**src/rtl/gpio_arb_pkg21.sv**
```systemverilog
// Shared types and constants for the GPIO pin-bank arbiter.
package gpio_arb_pkg21;

  typedef enum logic [1:0] {
    IDLE  = 2'd0,
    TURN  = 2'd1,
    APPLY = 2'd2
  } arb_state_e;

  localparam int DEF_NUM_REQ     = 4;
  localparam int DEF_GPIO_W      = 16;
  localparam int DEF_TURN_CYC    = 2;
  localparam int DEF_SYNC_STAGES = 2;

  // Owner field is wide enough for indices 0..7; MSB set means no valid owner.
  localparam int                 OWNER_W   = 4;
  localparam logic [OWNER_W-1:0] LAST_NONE = 4'b1000;

  function automatic int idx_width(input int n);
    return (n > 1) ? $clog2(n) : 1;
  endfunction

endpackage

```
**src/rtl/gpio_in_sync21.sv**
```systemverilog
// Multi-stage synchronizer for the pad input bus.
module gpio_in_sync21 #(
  parameter int GPIO_W      = 16,
  parameter int SYNC_STAGES = 2
) (
  input  logic              clk,
  input  logic              rst_n,
  input  logic [GPIO_W-1:0] din,
  output logic [GPIO_W-1:0] dout
);

  logic [GPIO_W-1:0] stg [SYNC_STAGES];

  always_ff @(posedge clk or negedge rst_n) begin
    if (!rst_n) begin
      for (int i = 0; i < SYNC_STAGES; i++) stg[i] <= '0;
    end else begin
      stg[0] <= din;
      for (int i = 1; i < SYNC_STAGES; i++) stg[i] <= stg[i-1];
    end
  end

  assign dout = stg[SYNC_STAGES-1];

endmodule

```
**src/rtl/gpio_pin_arb21.sv**
```systemverilog
// Round-robin arbiter sharing one GPIO pad bank between several requesters,
// with masked per-pin updates and a tristate turnaround on ownership change.
module gpio_pin_arb21
  import gpio_arb_pkg21::*;
#(
  parameter int NUM_REQ     = DEF_NUM_REQ,
  parameter int GPIO_W      = DEF_GPIO_W,
  parameter int TURN_CYC    = DEF_TURN_CYC,
  parameter int SYNC_STAGES = DEF_SYNC_STAGES
) (
  input  logic                      pclk21,
  input  logic                      n_p_reset21,
  input  logic [NUM_REQ-1:0]        req,
  input  logic [NUM_REQ*GPIO_W-1:0] req_mask,
  input  logic [NUM_REQ*GPIO_W-1:0] req_out,
  input  logic [NUM_REQ*GPIO_W-1:0] req_n_oe,
  output logic [NUM_REQ-1:0]        ack,
  output logic                      busy,
  output logic [GPIO_W-1:0]         n_gpio_pin_oe21,
  output logic [GPIO_W-1:0]         gpio_pin_out21,
  input  logic [GPIO_W-1:0]         gpio_pin_in21,
  output logic [GPIO_W-1:0]         pin_in_sync
);

  localparam int IW = idx_width(NUM_REQ);
  localparam int CW = idx_width(TURN_CYC);
  localparam logic [CW-1:0] TURN_LOAD = CW'(TURN_CYC - 1);
  localparam logic [IW-1:0] LAST_IDX  = IW'(NUM_REQ - 1);

  arb_state_e         state, state_nx;
  logic [IW-1:0]      w, w_nx;
  logic [IW-1:0]      rr, rr_nx;
  logic [CW-1:0]      cnt, cnt_nx;
  logic [OWNER_W-1:0] last, last_nx;
  logic [GPIO_W-1:0]  pin_out, out_nx;
  logic [GPIO_W-1:0]  pin_oe, oe_nx;
  logic [NUM_REQ-1:0] ack_r, ack_nx;

  logic               found;
  logic [IW-1:0]      pick;
  logic [GPIO_W-1:0]  pick_mask, pick_noe;
  logic [GPIO_W-1:0]  w_mask, w_out, w_noe;
  logic               turn_need;

  // First set request at or after rr, wrapping modulo NUM_REQ.
  always_comb begin
    int idx;
    found = 1'b0;
    pick  = rr;
    for (int k = 0; k < NUM_REQ; k++) begin
      idx = int'(rr) + k;
      if (idx >= NUM_REQ) idx = idx - NUM_REQ;
      if (!found && req[IW'(idx)]) begin
        found = 1'b1;
        pick  = IW'(idx);
      end
    end
  end

  assign pick_mask = req_mask[int'(pick)*GPIO_W +: GPIO_W];
  assign pick_noe  = req_n_oe[int'(pick)*GPIO_W +: GPIO_W];
  assign w_mask    = req_mask[int'(w)*GPIO_W +: GPIO_W];
  assign w_out     = req_out[int'(w)*GPIO_W +: GPIO_W];
  assign w_noe     = req_n_oe[int'(w)*GPIO_W +: GPIO_W];

  // A zero mask enables nothing, so it never forces a turnaround.
  assign turn_need = (OWNER_W'(pick) != last) && (|(pick_mask & ~pick_noe));

  always_comb begin
    state_nx = state;
    w_nx     = w;
    rr_nx    = rr;
    cnt_nx   = cnt;
    last_nx  = last;
    out_nx   = pin_out;
    oe_nx    = pin_oe;
    ack_nx   = '0;
    case (state)
      IDLE: begin
        if (found) begin
          w_nx = pick;
          if (turn_need) begin
            state_nx = TURN;
            cnt_nx   = TURN_LOAD;
            oe_nx    = pin_oe | pick_mask;
          end else begin
            state_nx = APPLY;
          end
        end
      end
      TURN: begin
        if (cnt == '0) state_nx = APPLY;
        else           cnt_nx   = cnt - CW'(1);
      end
      APPLY: begin
        if (req[w]) begin
          out_nx     = (pin_out & ~w_mask) | (w_out & w_mask);
          oe_nx      = (pin_oe & ~w_mask) | (w_noe & w_mask);
          ack_nx[w]  = 1'b1;
          last_nx    = OWNER_W'(w);
        end else begin
          last_nx    = LAST_NONE;
        end
        rr_nx    = (w == LAST_IDX) ? '0 : w + IW'(1);
        state_nx = IDLE;
      end
      default: state_nx = IDLE;
    endcase
  end

  always_ff @(posedge pclk21 or negedge n_p_reset21) begin
    if (!n_p_reset21) begin
      state   <= IDLE;
      w       <= '0;
      rr      <= '0;
      cnt     <= '0;
      last    <= LAST_NONE;
      pin_out <= '0;
      pin_oe  <= '1;
      ack_r   <= '0;
    end else begin
      state   <= state_nx;
      w       <= w_nx;
      rr      <= rr_nx;
      cnt     <= cnt_nx;
      last    <= last_nx;
      pin_out <= out_nx;
      pin_oe  <= oe_nx;
      ack_r   <= ack_nx;
    end
  end

  assign ack             = ack_r;
  assign busy            = (state != IDLE);
  assign gpio_pin_out21  = pin_out;
  assign n_gpio_pin_oe21 = pin_oe;

  gpio_in_sync21 #(
    .GPIO_W      (GPIO_W),
    .SYNC_STAGES (SYNC_STAGES)
  ) u_in_sync (
    .clk   (pclk21),
    .rst_n (n_p_reset21),
    .din   (gpio_pin_in21),
    .dout  (pin_in_sync)
  );

endmodule

```
**config.mk**
```make
export PLATFORM = sky130hd
export DESIGN_NAME = gpio_pin_arb21
export DESIGN_NICKNAME = d
export VERILOG_FILES = /design/src/rtl/gpio_arb_pkg21.sv /design/src/rtl/gpio_in_sync21.sv /design/src/rtl/gpio_pin_arb21.sv
export SDC_FILE = /design/constraint.sdc
export NUM_CORES = 1
export LEC_CHECK = 0
export CORE_MARGIN = 1
export CORE_UTILIZATION = 45
export CTS_CLUSTER_SIZE = 14
export DETAILED_ROUTE_END_ITERATION = 6
export PLACE_DENSITY = 0.95
export SETUP_SLACK_MARGIN = 0.2
export SLEW_MARGIN = 10
export SYNTH_ARGS = -nofsm -noshare
export SYNTH_HDL_FRONTEND = slang
export SYNTH_SLANG_ARGS = --single-unit
```
**constraint.sdc**
```tcl
create_clock -name pclk21 -period 5.2 [get_ports pclk21]
set_input_delay 0.52 -clock pclk21 [delete_from_list [all_inputs] [get_ports pclk21]]
set_output_delay 0.52 -clock pclk21 [all_outputs]
set_load 0.02 [all_outputs]
```
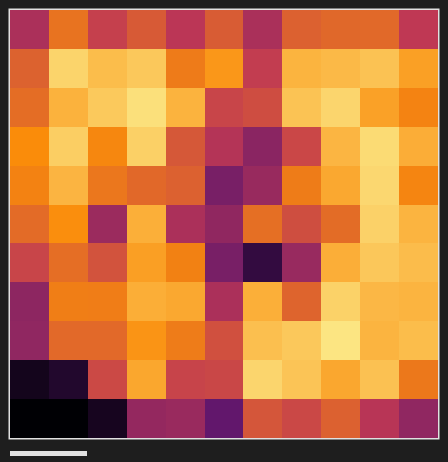
(images/density.png)
Bar = 20 um. The die is cut into 11 by 11 equal tiles; black is low, pale yellow is high, 0 to 100% covered.
- mean over tiles: 65%
- emptiest ninth of the die: south-west
- fullest tile: 94%
- tiles over 75% full: 41%
- nearly empty tiles: 1.7%
Placeable Area: 11,600 um2
end-of-flow core utilization: 71.9%
Init Core Util: 46.8%

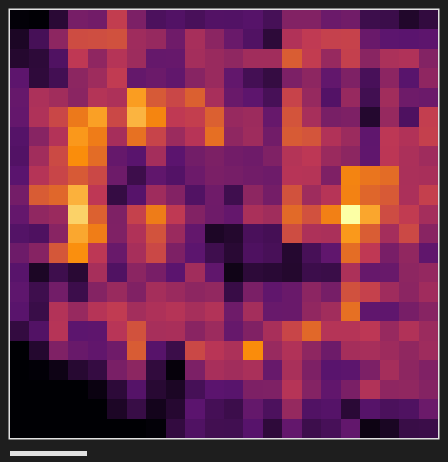
(images/wire_density.png)
Bar = 20 um. The die is cut into 22 by 22 equal tiles; black is low, pale yellow is high, scaled to the fullest tile. Values are wire area over tile area, all layers added.
- fullest tile: 0.77
- tiles over half the peak: 18%
- emptiest ninth of the die: south-west
- densest ninth of the die: east
total number of vias: 5,506
drt wl/cell: 22.5 um
GRT Util Overall: 33.7%
final wirelength: 20.4 mm

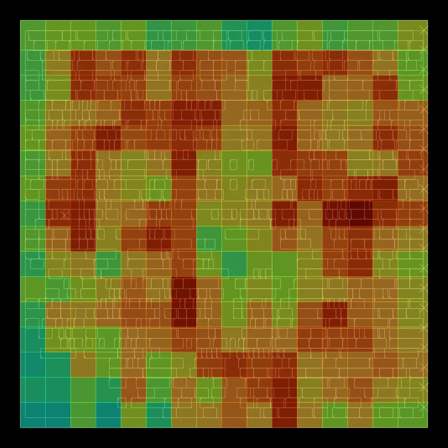
(images/final_congestion.png)
Global Route met2 Usage: 58.9%
global routing usage on met1: 40.1%
most congested layer reported by global routing: met2
met3 track demand over resource: 9.04%

==> run summary <==
run metrics: maximum number of pins on one net before global-route repair=79, data required time of the worst path=5.44 ns, per-instance average area after synthesis=10.1 um2, number of cells in Yosys stat=534, DRC Markers=21, power per cell area=500 nW/um2, met2 WL=10.5 mm, setup repair after global routing missed its margin=false, Netlist cell types=39, HPWL after detailed placement=15.7 mm, CTS tree=yes, synthesized net count=752, time the worst path needs with I/O delays and setup=4.31 ns, clk root buf=sky130_fd_sc_hd__clkbuf_16, Post-DP Area=7990 um2, vias in the first global route=5,764, switching share of power=41.5%, total gr overflow=0, Period Utilization, post-route=82.8%, synthesized chip area reported by yosys=5410 um2, timing startpoint of the critical path=req[3], fraction of registers with async set or reset after synthesis=100%, sw power=1.72 mW, Final Hold Violation Tally=0, layout overhead on the synthesized area=53.7%, Max Fclk=232 MHz, Area leader share=28.2%, post-synthesis instance area=5410 um2, cells after synthesis=534, Fin Hold WS=0.317 ns, count of boundary I/O pins=267, internal power=2.43 mW, total of max-cap violations=0, family with the most delay on the worst path=AND-OR/OR-AND gates, number of diodes added for antenna fixing=0, CTS clk-pin slew, worst paths=0.06 ns, CP Buf/Inv Count=2, number of synthesis warnings=0, number of placement rows=39, floorplan die width=112 um, CTS buffer count=9, final number of setup-violating endpoints=0, post-CTS setup buffer count=0, via-per-instance ratio=6.06, Max VDD drop=0.268 mV, cell type with the highest aggregate area in the netlist=sky130_fd_sc_hd__dfrtp_1, H-tree levels=3, chip footprint=12,500 um2, antenna violations before repair=0, sequential cell fraction of total power=24.8%, Critical Path End Type=register, normalized max-slew margin=30.1%, routed metal-1 wirelength=7.46 mm, status=complete, but fails checks, Reg2Reg Depth=11, Post-synth area hogs=sky130_fd_sc_hd__dfrtp_1, sky130_fd_sc_hd__mux4_2, sky130_fd_sc_hd__nand2_1, final sum of negative setup slack=0 ns, transition time at the pin with the least slew margin=1.05 ns, number of design-rule violations left by the first detailed-router iteration=492, maximum number of buffers from clock root to sink=2, Detail Route Antenna Nets=0, metal3 WL=1.88 mm, first-pass iteration count of the detailed router=7, wire length of the first global-routing pass=32.0 mm, later-pin clock latency in the skew report=0.34 ns, Logic pwr share=58.5%, violations in the final reports=DRC, Crit. path cell count=12, tool warnings=29, Crit-path slowest cell=sky130_fd_sc_hd__a21oi_4, final instance area=8310 um2, count of port buffers added during placement=266, type of element launching the critical path=input port, final weighted congestion in routability-driven placement=0.978, DR top layer=met4, Layout Skew=0.00825 ns, largest stage delay on the critical path=0.62 ns, total of flip-flops plus latches after synthesis=78, number of clock sinks=78, leakage=3.20 nW, WS Path Type=in2reg, dominant synthesized flop cell=sky130_fd_sc_hd__dfrtp_1, register area share after synthesis=36.5%, post-synth tally of flip-flops with integrated enable=0, post-CTS sizing=0, Critical Path, Cell by Cell=clkdlybuf4s50_1, nor2b_2, a2111oi_4, or2_2, buf_4, nand2_1, a32oi_1, o22ai_1, nor4_1, a21oi_2, a21oi_4, a211oi_1, dominant logic cell type in the layout=sky130_fd_sc_hd__clkdlybuf4s50_1, share of final-layout standard cells stronger than drive strength 1=16.9%, clock share of power=16.6%, CTS Hold Bufs=0, Worst R2R Start=rr[0]$_DFFE_PN0P_, worst min-delay path category=in2async, maximum fanout count along the critical path=34, height of the die=112 um, Max Transition Viols Final=0, most frequent cells in the layout=sky130_fd_sc_hd__clkdlybuf4s50_1, sky130_fd_sc_hd__nand2_1, sky130_fd_sc_hd__dfrtp_1, Register-to-Register Setup Slack=1.25 ns, CP Data Arrival Time=4.54 ns, total design power=4.15 mW
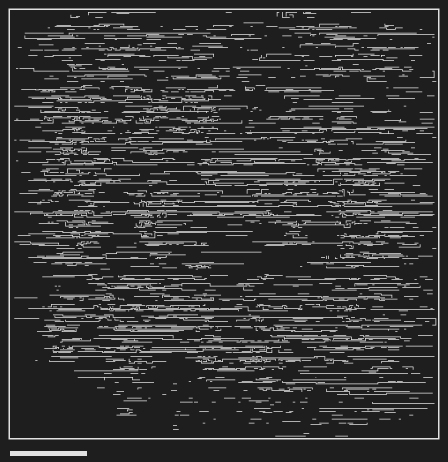
(images/met1.png)
Bar = 20 um.
- share of all routed wire: 37%
- main direction: horizontal
- longest straight run: 36.8 um
- nets with wire on the layer: 878

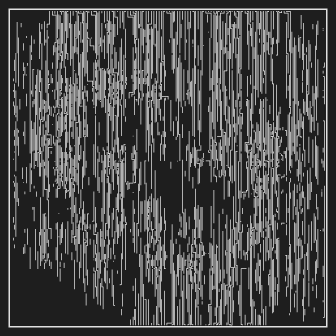
(images/met2.png)
- share of all routed wire: 52%
- longest straight run: 46.4 um
- main direction: vertical
- wire length on this layer: 10,500 um
- nets with wire on the layer: 895

==> worst min-delay path by stage <==
stage | startpoint | slack [ns] | cells past startpoint | to
after floorplan | n_p_reset21 | 0.22 | 0 | async pin
after global placement | u_in_sync.stg[22]$_DFF_PN0_ | 0.33 | 0 | u_in_sync.dout[6]$_DFF_PN0_
after detailed placement | u_in_sync.stg[26]$_DFF_PN0_ | 0.33 | 0 | u_in_sync.dout[10]$_DFF_PN0_
after CTS | u_in_sync.stg[23]$_DFF_PN0_ | 0.34 | 0 | u_in_sync.dout[7]$_DFF_PN0_
after global routing | u_in_sync.stg[19]$_DFF_PN0_ | 0.34 | 0 | u_in_sync.dout[3]$_DFF_PN0_
final | n_p_reset21 | 0.32 | 1 | u_in_sync.stg[30]$_DFF_PN0_
==> synthesized netlist by cell type, types with 11 or more instances <==
cell type                    n
sky130_fd_sc_hd__nand2_1   133
sky130_fd_sc_hd__dfrtp_1    61
sky130_fd_sc_hd__mux4_2     48
sky130_fd_sc_hd__a21oi_1    39
sky130_fd_sc_hd__inv_1      20
sky130_fd_sc_hd__o22ai_1    20
sky130_fd_sc_hd__buf_4      19
sky130_fd_sc_hd__dfstp_2    17
sky130_fd_sc_hd__mux2_2     17
sky130_fd_sc_hd__o21ai_0    17
sky130_fd_sc_hd__a32o_1     16
sky130_fd_sc_hd__a32oi_1    16
sky130_fd_sc_hd__clkbuf_1   15
sky130_fd_sc_hd__a21oi_2    11
sky130_fd_sc_hd__buf_2      11
==> cell type report <==
cell class,instances,area [um2]
Clock buffer,11,243
Multi-Input combinational cell,379,3050
Clock inverter,5,83.8
Fill cell,819,3250
Timing Repair Buffer,272,2710
Sequential cell,78,1980
Inverter,20,75.1
Tap cell,143,179
==> through the flow <==
stage,worst slack (ns),cells
floorplan,2.45,534
global placement,0.854,892
detailed placement,0.641,892
CTS,0.969,908
global route,0.630,908
finish,0.894,908
==> metal layers <==
| metal | track usage, % | vias to the layer above |
|---|---|---|
| met2 | 58.9 | 369 |
| met4 | 11.4 | 0 |
| met1 | 40.1 | 2674 |
| li1 | - | 2410 |
| met5 | 0 | - |
| met3 | 9.04 | 53 |
==> power groups by stage <==
stage | Combinational, mW | Sequential [mW] | Clock, mW
after floorplan | 1.54 | 1.10 | 0
after global placement | 2.31 | 1.02 | 0
after detailed placement | 2.41 | 1.04 | 0
after CTS | 2.42 | 1.03 | 0.698
after global routing | 2.60 | 1.06 | 0.722
final | 2.43 | 1.03 | 0.690
==> kinds of logic after synthesis <==
logic type / after synthesis / share of synthesized area (%)
xor gates and xnor gates: 2 / 0.324
and+or+nand+nor: 173 / 13.3
muxes: 67 / 23.9
DFF: 78 / 36.5
AOI/OAI and AO/OA: 133 / 17.4
buffers and inverters: 77 / 7.61
adders and majority gates: 4 / 0.926
Power and IR drop assume default switching activity.
